Fig. 1: metal 2
Bar = 50 um. Cells faint in the background.
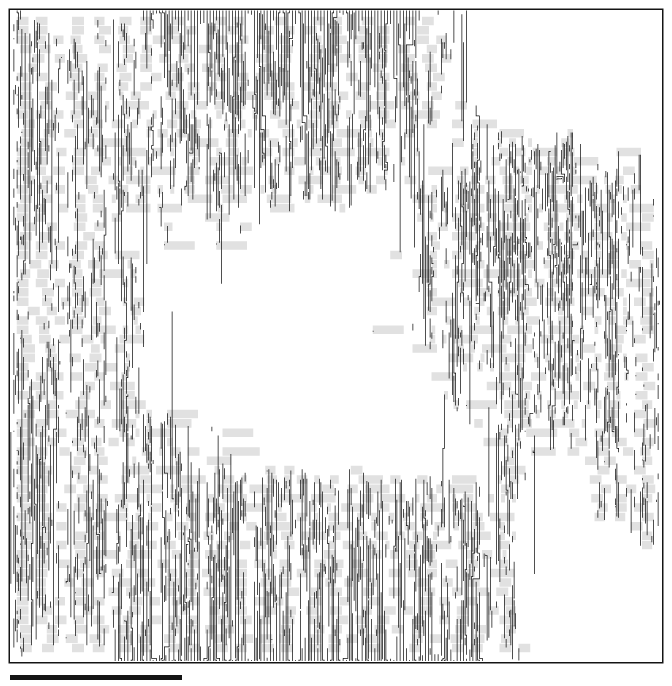
Fig. 2: layout detail
Bar = 10 um. Region (75, 37) to (115, 77) um. Cells in grey, sequential cells in the stronger grey; small squares are vias.
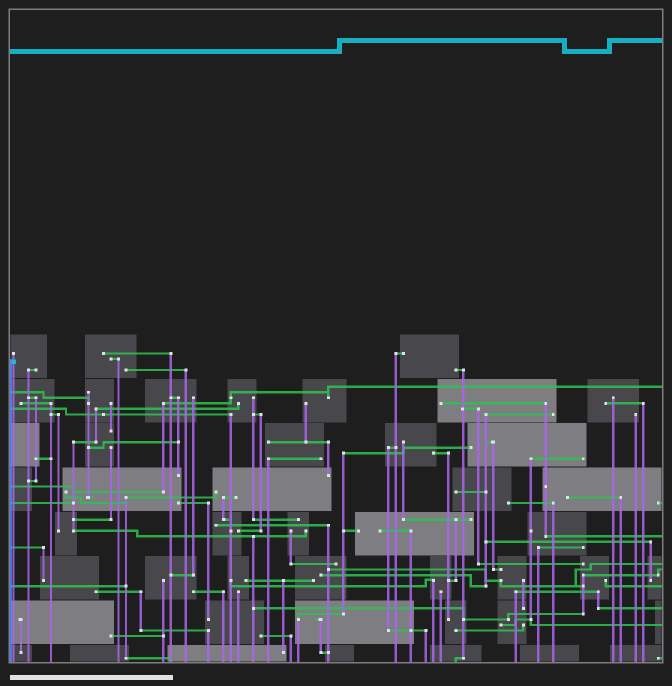
Fig. 3: routing congestion map
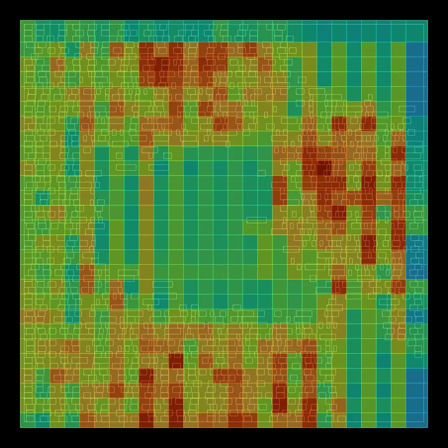
Fig. 4: cells by drive strength
Bar = 50 um.
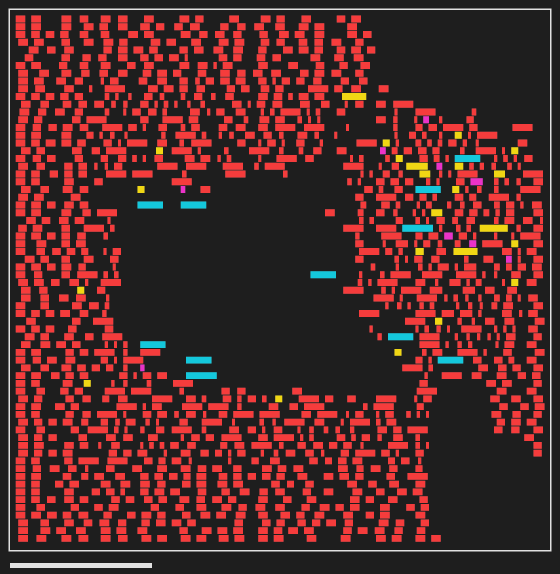
### src/rtl/out_sig_compactor.sv
// Folds each accepted DUT output beat into a 32-bit MISR over a programmable window
// and presents the resulting signature and beat count on a valid/ready handshake.
module out_sig_compactor #(
  parameter int unsigned      DATA_W = 330,
  parameter int unsigned      SIG_W  = 32,
  parameter logic [SIG_W-1:0] POLY   = 32'h04C11DB7,
  parameter logic [SIG_W-1:0] SEED   = 32'hFFFFFFFF
) (
  input  logic              clk,
  input  logic              rst,
  input  logic              in_valid,
  input  logic [DATA_W-1:0] in_data,
  input  logic              start,
  input  logic [15:0]       win_len,
  output logic              busy,
  output logic              sig_valid,
  input  logic              sig_ready,
  output logic [SIG_W-1:0]  sig,
  output logic [15:0]       sig_count
);

  localparam int unsigned NumWords = (DATA_W + SIG_W - 1) / SIG_W;
  localparam int unsigned PadW     = NumWords * SIG_W;

  typedef enum logic [1:0] {StIdle, StRun, StDrain, StDone} state_e;

  state_e           state_q, state_d;
  logic [SIG_W-1:0] misr_q, misr_next;
  logic [SIG_W-1:0] fold_q, fold;
  logic             fold_v_q;
  logic [15:0]      cnt_q, cnt_inc, len_q;
  logic             accept;
  logic [PadW-1:0]  padded;

  // Zero-pad to a whole number of words and XOR-reduce; aliasing of p and p+32k is intended.
  always_comb begin
    padded = '0;
    padded[DATA_W-1:0] = in_data;
    fold = '0;
    for (int unsigned i = 0; i < NumWords; i++) begin
      fold = fold ^ padded[i*SIG_W +: SIG_W];
    end
  end

  assign misr_next = {misr_q[SIG_W-2:0], 1'b0} ^ (misr_q[SIG_W-1] ? POLY : '0) ^ fold_q;
  assign cnt_inc   = cnt_q + 16'd1;

  always_comb begin
    state_d = state_q;
    accept  = 1'b0;
    case (state_q)
      StIdle: begin
        if (start) begin
          state_d = (win_len != 16'd0) ? StRun : StDrain;
        end
      end
      StRun: begin
        if (in_valid) begin
          accept = 1'b1;
          if (cnt_inc == len_q) begin
            state_d = StDrain;
          end
        end
      end
      StDrain: state_d = StDone;
      StDone: begin
        if (sig_ready) begin
          state_d = StIdle;
        end
      end
      default: state_d = StIdle;
    endcase
  end

  always_ff @(posedge clk) begin
    if (rst) begin
      state_q  <= StIdle;
      misr_q   <= '0;
      fold_q   <= '0;
      fold_v_q <= 1'b0;
      cnt_q    <= '0;
      len_q    <= '0;
    end else begin
      state_q  <= state_d;
      fold_v_q <= accept;
      if (state_q == StIdle && start) begin
        misr_q <= SEED;
        cnt_q  <= '0;
        len_q  <= win_len;
      end else if (fold_v_q) begin
        misr_q <= misr_next;
      end
      if (accept) begin
        fold_q <= fold;
        cnt_q  <= cnt_inc;
      end
    end
  end

  assign busy      = (state_q != StIdle);
  assign sig_valid = (state_q == StDone);
  assign sig       = misr_q;
  assign sig_count = cnt_q;

endmodule

### config.mk
export PLATFORM = sky130hd
export DESIGN_NAME = out_sig_compactor
export DESIGN_NICKNAME = d
export VERILOG_FILES = /design/src/rtl/out_sig_compactor.sv
export SDC_FILE = /design/constraint.sdc
export NUM_CORES = 1
export LEC_CHECK = 0
export CAP_MARGIN = 20
export CELL_PAD_IN_SITES_DETAIL_PLACEMENT = 2
export CELL_PAD_IN_SITES_GLOBAL_PLACEMENT = 2
export CORE_MARGIN = 1.5
export CORE_UTILIZATION = 21
export DETAILED_ROUTE_END_ITERATION = 8
export PLACE_DENSITY = 0.92
export SLEW_MARGIN = 20
export SYNTH_ARGS = -nofsm -noshare
export SYNTH_HDL_FRONTEND = slang
export SYNTH_SLANG_ARGS = --single-unit
export TNS_END_PERCENT = 50
### constraint.sdc
create_clock -name clk -period 3.35 [get_ports clk]
set_clock_uncertainty 0.2 [all_clocks]
set_input_delay 0.67 -clock clk [delete_from_list [all_inputs] [get_ports clk]]
set_output_delay 0.67 -clock clk [all_outputs]
set_load 0.01 [all_outputs]
==> out/results.env <==
HOLD_SLACK_NS=0.272
FP.DIEW_UM=190
WORSTPATHBUFFERINVERTERCOUNT=0
SYNTH_SEQUENTIAL_AREA_RATIO=0.271
CRITICAL_PATH.CELL_CHAIN='ha_1 > nand3_1 > or4_4 > xnor2_1 > nor2_1 > and4_1 > a21oi_2 > mux2_1'
FMAX_MHz=338
FIRST_GLOBAL_VIAS=8575
WORSTSETUPENDPOINT='state_q[0]'
POSTCTSHOLDBUFS=0
KIND_OF_END_POINT_OF_THE_CRITICAL_PATH='register'
HOLD_VIOL=0
AOI_SHARE=0.124
CLOCK_TREE.HTREE_LEVEL_COUNT=3
FINALWEIGHTEDCONGESTION=0.802
POWER_DENSITY_mW_PER_MM2=445
MAX_CAP_VIOLATIONS=0
POWER_COMBINATIONAL_uW=2630
WARNINGS=30
SHARE_CLK_OF_TOTAL_POWER=0.213
SHARE_OF_SYNTHESIZED_REGISTERS_CARRYING_AN_ASYNC_SET_OR_RESET=0
CLKTRANSATPATHREGS_NS=0.08
GRT.TOTAL_USAGE=0.166
TOP_POWER_GROUP='combinational logic'
POSTROUTEANTENNANETS=0
SLEW_LIMIT_FAILS=0
FINAL.SETUP.TNS_NS=0
POSTSYNTHCELLCOUNT=874
WIRE_LENGTH_OF_THE_FIRST_GLOBAL_ROUTING_PASS_MM=46.4
FLOORPLAN.CORE_AREA_MM2=0.0344
SYNTH.AVG_CELL_AREA_UM2=8.36
FINALCLOCKPERIODUSAGE=0.882
WORST_PATH_LARGEST_CELL_DELAY_NS=0.59
INITIAL_ANTENNA_VIOLATION_COUNT=1
DPL_CELL_AREA_MM2=0.0118
DIE_HEIGHT_UM=190
HOLDCRITSTARTPOINT='fold_q[2]'
WL_PER_CELL_UM=17.7
WORST_PATH_MAX_DELAY_CELL='sky130_fd_sc_hd__or4_4'
CLK_PATH_BUF_DEPTH=2
SYN_AREA_MM2=0.00730
CRIT_PATH_MAX_FANOUT=8
POST_SYNTH_ADDER_CELL_AREA=0.0103
VIAS_PER_CELL=4.36
FIN_UTIL=0.352
POST_SYNTH_MAIN_LOGIC_FAMILY='XOR/XNOR gates'
CRITICAL_PATH_ARRIVAL_NS=3.00
OUTCOME='finished, final reports clean'
FIRST_PASS_ITERS=4
DP_HPWL_MM=25.9
POWER.SEQUENTIAL.TOTAL_uW=1610
POST_CTS.RESIZED_INSTANCES=0
FINAL_DESIGN_AREA_EXCLUDING_FILLERS_MM2=0.0121
MUX_AREA_FRAC=0.00308
MIN_DELAY_WORST_ENDPOINT='fold_q[2]'
INTERNAL_POWER_uW=3450
SYNTHFLOPTYPE='sky130_fd_sc_hd__dfxtp_1'
PORT_BUFFERS=400
WORST_R2R_ENDPOINT='state_q[0]'
TRITONCTS='yes'
SYNTH.TOP_CELLS.BY_AREA='sky130_fd_sc_hd__xnor2_1, sky130_fd_sc_hd__dfxtp_1, sky130_fd_sc_hd__a21oi_1'
PLACEMENTROWS=68
WORST_SLEW_PIN_SLEW_NS=0.716
INITIAL_CORE_UTIL=0.213
SEQUENTIALPOWERSHARE=0.300
PERIOD_NEEDED_NS=2.96
CELLS_YOSYS=874
CELL_AT_THE_ROOT_OF_THE_CLOCK_TREE='sky130_fd_sc_hd__clkbuf_16'
TIMING.SETUP.CRITICAL_PATH_CLASS='reg -> reg'
TOTAL_POWER_uW=5390
SYNTHTOPCELLSBYCOUNT='sky130_fd_sc_hd__xnor2_1, sky130_fd_sc_hd__nand2_1, sky130_fd_sc_hd__dfxtp_1, sky130_fd_sc_hd__a21oi_1, sky130_fd_sc_hd__nor2_1'
WORSTREG2REGSTART='sig_count[0]'
MIN-DELAY-PATH-CLASS='reg -> reg'
SETUP_VIOL=0
SWITCHING_SHARE=0.360
P_SW_uW=1940
EDF_COUNT=0
PLACE_WORST_SETUP_SLACK_NS=0.421
FLOORPLAN.IO_PINS=401
FINALNONFILLERCELLS=1712
Notes on Fig. 1 above:
longest straight run: 72.9 um
wire length on this layer: 17,500 um
nets with wire on the layer: 1,473
main direction: vertical
share of all routed wire: 58%

Notes on Fig. 2 above:
[green] M1
[cyan] M3
[purple] M2
[blue] M4
most frequent: dfxtp_1 (8), xnor2_1 (7), clkdlybuf4s50_1 (6)
sequential cells in the window: 8
cells with their middle in the window: 35
netlist names of flops here include: `sig` (5), `fold_q` (3)

Notes on Fig. 3 above:
most utilized layer in the global route result: met2
met2 usage in global routing: 0.345
met1 Use GR: 0.165

Notes on Fig. 4 above:
[yellow] x3 and x4 | cells: 23
[cyan] x6 and larger | cells: 11
[magenta] x2 | cells: 9
[red] x1 and smaller | cells: 1,213

-- final cells by class --
cell class | count | area share
antenna | 1 | 0.000207
clock buffer | 9 | 0.0186
clock inverter | 7 | 0.00766
inverter | 6 | 0.00186
multi-input combinational | 725 | 0.423
sequential | 99 | 0.164
tap | 455 | 0.0471
timing repair buffer | 410 | 0.337
-- routing by layer --
| metal | up-vias | wire (um) | share of wire | global-route usage |
|---|---|---|---|---|
| li1 | 3600 | - | - | - |
| met1 | 3613 | 10900 | 0.36 | 0.165 |
| met2 | 231 | 17500 | 0.58 | 0.345 |
| met3 | 28 | 1430 | 0.047 | 0.0337 |
| met4 | 0 | 436 | 0.014 | 0.0366 |
| met5 | - | 0 | 0 | 0 |
